## src/rtl/tick_period_meter_if.sv

```systemverilog
// Tick stream and period-measurement results exchanged between a tick source
// and the tick_period_meter.
interface tick_period_meter_if #(
    parameter int COUNT_WIDTH = 8
);
    logic                   tick;
    logic [COUNT_WIDTH-1:0] period;
    logic                   period_valid;
    logic                   locked;
    logic                   timeout;

    modport master (
        output tick,
        input  period,
        input  period_valid,
        input  locked,
        input  timeout
    );

    modport slave (
        input  tick,
        output period,
        output period_valid,
        output locked,
        output timeout
    );
endinterface

```

## src/rtl/tick_period_meter.sv

```systemverilog
// Recovers the spacing of a single-cycle tick stream in clock cycles and flags
// lock once LOCK_COUNT consecutive measurements agree.
module tick_period_meter #(
    parameter int COUNT_WIDTH = 8,
    parameter int LOCK_COUNT  = 4
) (
    input  logic              clock,
    input  logic              reset,
    tick_period_meter_if.slave bus
);
    localparam int MATCH_W = $clog2(LOCK_COUNT + 1);
    localparam logic [COUNT_WIDTH-1:0] CNT_MAX  = {COUNT_WIDTH{1'b1}};
    localparam logic [COUNT_WIDTH-1:0] CNT_ONE  = COUNT_WIDTH'(1);
    localparam logic [MATCH_W-1:0]     LOCK_VAL = MATCH_W'(LOCK_COUNT);
    localparam logic [MATCH_W-1:0]     MATCH_ONE = MATCH_W'(1);

    typedef enum logic [1:0] {
        IDLE    = 2'd0,
        ACQUIRE = 2'd1,
        LOCKED  = 2'd2
    } state_t;

    state_t                 state_r;
    logic [COUNT_WIDTH-1:0] cnt_r;
    logic [MATCH_W-1:0]     match_r;
    logic [COUNT_WIDTH-1:0] period_r;
    logic                   period_valid_r;
    logic                   locked_r;
    logic                   timeout_r;
    logic                   same_s;
    logic [MATCH_W-1:0]     match_next_s;

    // Match-run length after a measurement; compares against the period held before this tick.
    always_comb begin
        same_s       = (cnt_r == period_r);
        match_next_s = MATCH_ONE;
        if (same_s && (match_r != '0)) begin
            if (match_r == LOCK_VAL) begin
                match_next_s = LOCK_VAL;
            end else begin
                match_next_s = match_r + MATCH_ONE;
            end
        end else begin
            match_next_s = MATCH_ONE;
        end
    end

    // Measurement FSM with all outputs registered.
    always_ff @(posedge clock) begin
        if (reset) begin
            state_r        <= IDLE;
            cnt_r          <= '0;
            match_r        <= '0;
            period_r       <= '0;
            period_valid_r <= 1'b0;
            locked_r       <= 1'b0;
            timeout_r      <= 1'b0;
        end else begin
            period_valid_r <= 1'b0;
            timeout_r      <= 1'b0;
            case (state_r)
                IDLE: begin
                    locked_r <= 1'b0;
                    if (bus.tick) begin
                        cnt_r   <= CNT_ONE;
                        match_r <= '0;
                        state_r <= ACQUIRE;
                    end else begin
                        cnt_r <= '0;
                    end
                end
                ACQUIRE, LOCKED: begin
                    if (bus.tick) begin
                        period_r       <= cnt_r;
                        period_valid_r <= 1'b1;
                        cnt_r          <= CNT_ONE;
                        match_r        <= match_next_s;
                        // A mismatch in LOCKED yields match_next_s == 1, which is never LOCK_VAL unless LOCK_COUNT is 1.
                        if (match_next_s == LOCK_VAL) begin
                            state_r  <= LOCKED;
                            locked_r <= 1'b1;
                        end else begin
                            state_r  <= ACQUIRE;
                            locked_r <= 1'b0;
                        end
                    end else if (cnt_r == CNT_MAX) begin
                        timeout_r <= 1'b1;
                        state_r   <= IDLE;
                        locked_r  <= 1'b0;
                        match_r   <= '0;
                        cnt_r     <= '0;
                    end else begin
                        cnt_r <= cnt_r + CNT_ONE;
                    end
                end
                default: begin
                    state_r  <= IDLE;
                    cnt_r    <= '0;
                    match_r  <= '0;
                    locked_r <= 1'b0;
                end
            endcase
        end
    end

    assign bus.period       = period_r;
    assign bus.period_valid = period_valid_r;
    assign bus.locked       = locked_r;
    assign bus.timeout      = timeout_r;
endmodule

```

## src/flat_wrapper.sv

```systemverilog
// flat-port wrapper written by rule: the top's interface ports become plain ports
module tick_period_meter_flat 
#(
    parameter int COUNT_WIDTH = 8,
    parameter int LOCK_COUNT  = 4
)
  (clock, reset, bus_tick, bus_period, bus_period_valid, bus_locked, bus_timeout);
  tick_period_meter_if #(.COUNT_WIDTH(COUNT_WIDTH)) bus_i ();
  input  logic clock;
  input  logic reset;
  input wire logic [$bits(bus_i.tick)-1:0] bus_tick;
  output wire logic [$bits(bus_i.period)-1:0] bus_period;
  output wire logic [$bits(bus_i.period_valid)-1:0] bus_period_valid;
  output wire logic [$bits(bus_i.locked)-1:0] bus_locked;
  output wire logic [$bits(bus_i.timeout)-1:0] bus_timeout;
  assign bus_i.tick = bus_tick;
  assign bus_period = bus_i.period;
  assign bus_period_valid = bus_i.period_valid;
  assign bus_locked = bus_i.locked;
  assign bus_timeout = bus_i.timeout;
  tick_period_meter #(.COUNT_WIDTH(COUNT_WIDTH), .LOCK_COUNT(LOCK_COUNT)) u_core (.clock(clock), .reset(reset), .bus(bus_i));
endmodule
```

## config.mk

```make
export PLATFORM = sky130hd
export DESIGN_NAME = tick_period_meter_flat
export DESIGN_NICKNAME = d
export VERILOG_FILES = /design/src/rtl/tick_period_meter_if.sv /design/src/rtl/tick_period_meter.sv /design/src/flat_wrapper.sv
export SDC_FILE = /design/constraint.sdc
export NUM_CORES = 1
export LEC_CHECK = 0
export ABC_AREA = 0
export CORE_MARGIN = 1
export CORE_UTILIZATION = 47
export CTS_CLUSTER_SIZE = 40
export DETAILED_ROUTE_END_ITERATION = 10
export PLACE_DENSITY = 0.75
export RECOVER_POWER = 100
export SLEW_MARGIN = 20
export SYNTH_ARGS = -nofsm -noshare
export SYNTH_HDL_FRONTEND = slang
export SYNTH_SLANG_ARGS = --single-unit
```

## constraint.sdc

```tcl
create_clock -name clock -period 2 [get_ports clock]
set_clock_uncertainty 0.15 [all_clocks]
set_input_delay 0.3 -clock clock [delete_from_list [all_inputs] [get_ports clock]]
set_output_delay 0.3 -clock clock [all_outputs]
set_load 0.005 [all_outputs]
```

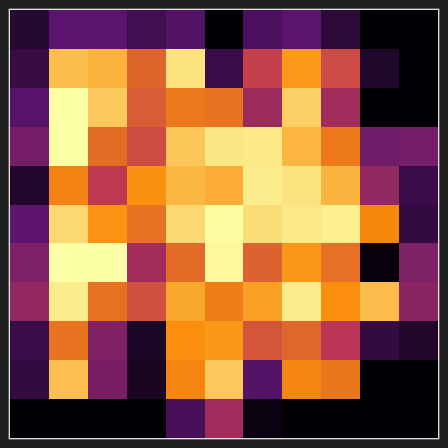
**Above:** cell area per tile.
The die is cut into 11 by 11 equal tiles; black is low, pale yellow is high, 0 to 100% covered.
densest ninth of the die	center
fullest tile	100%
tiles over 75% full	32%

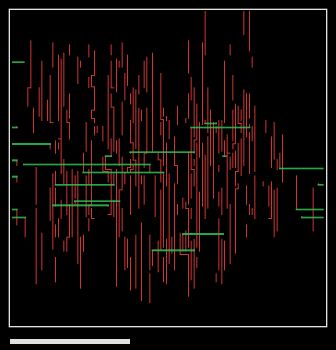
**Above:** signal wires by layer.
The bar under the picture is 20 µm long. Two of the layers only.
layer	color	wire length
metal 2	red	1,190 µm
metal 3	green	126 µm

==> run summary <==
Worst-case clock buffer depth = 2
Clk sinks = 24
Setup crit start kind = flop
Biggest area cells = dfxtp_1 40%, nand2_1 7.2%, xnor2_1 5.8%, ha_1 5.2%, a21oi_1 4.2%
Quantity of gates resized following cts = 0
Sequential cell fraction of total power = 0.607
Post-detailed-route DRC marker count = 0
Non-clock buffers, area share = 0.132
Run status = complete, no violations
Peak Freq = 0.545 GHz
Worst reg-to-reg path cell count = 6
Non-CTS buffers = 21
Number of hold-slack violations in the final timing report = 0
Synthesis-stage register bit count = 24
Busiest layer in global routing = met2
Met3 routed WL = 125 µm
Largest family of logic cells by area = simple AND/OR/NAND/NOR gates
Layout clock buffers = 3
Clock Root Buffer = clkbuf_4
PnR Total Power = 0.000818 W
Static leakage = 0.532 nW
Buffers plus inverters on the worst setup path = 1
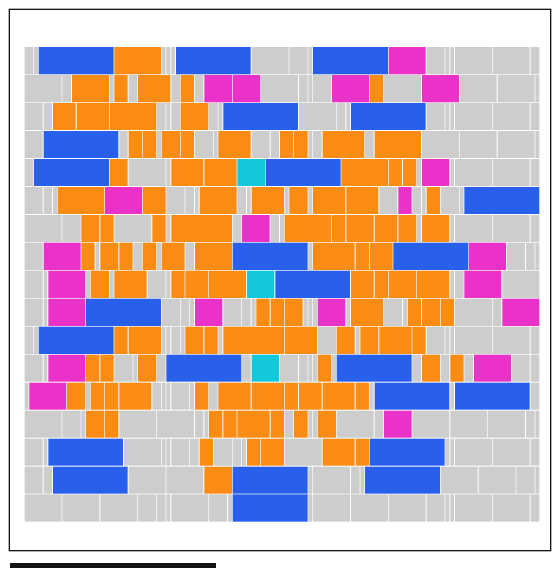
**Above:** placed cells, one color a class.
The bar under the picture is 20 µm long. Fill, decap, tap and diode cells in gray.
class	color	cells
sequential cells	blue	24
combinational and other logic	orange	109
remaining buffers and delay cells	magenta	21
clock drivers	cyan	3

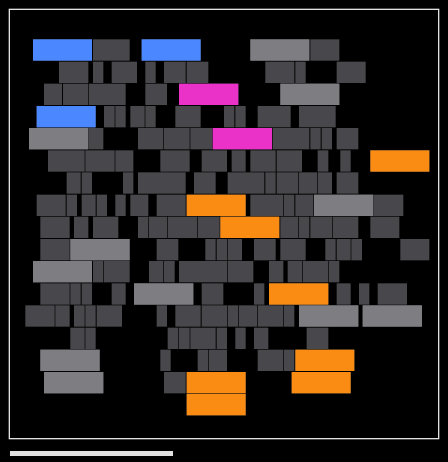
**Above:** sequential cells colored by netlist name.
The bar under the picture is 20 µm long. Other sequential cells in the stronger gray, the rest of the logic in the fainter gray.
signal	color	placed flops
`u_core.state_r`	magenta	2
`u_core.match_r`	blue	3
`u_core.cnt_r`	orange	8

Power is estimated from default activity; no workload was simulated.
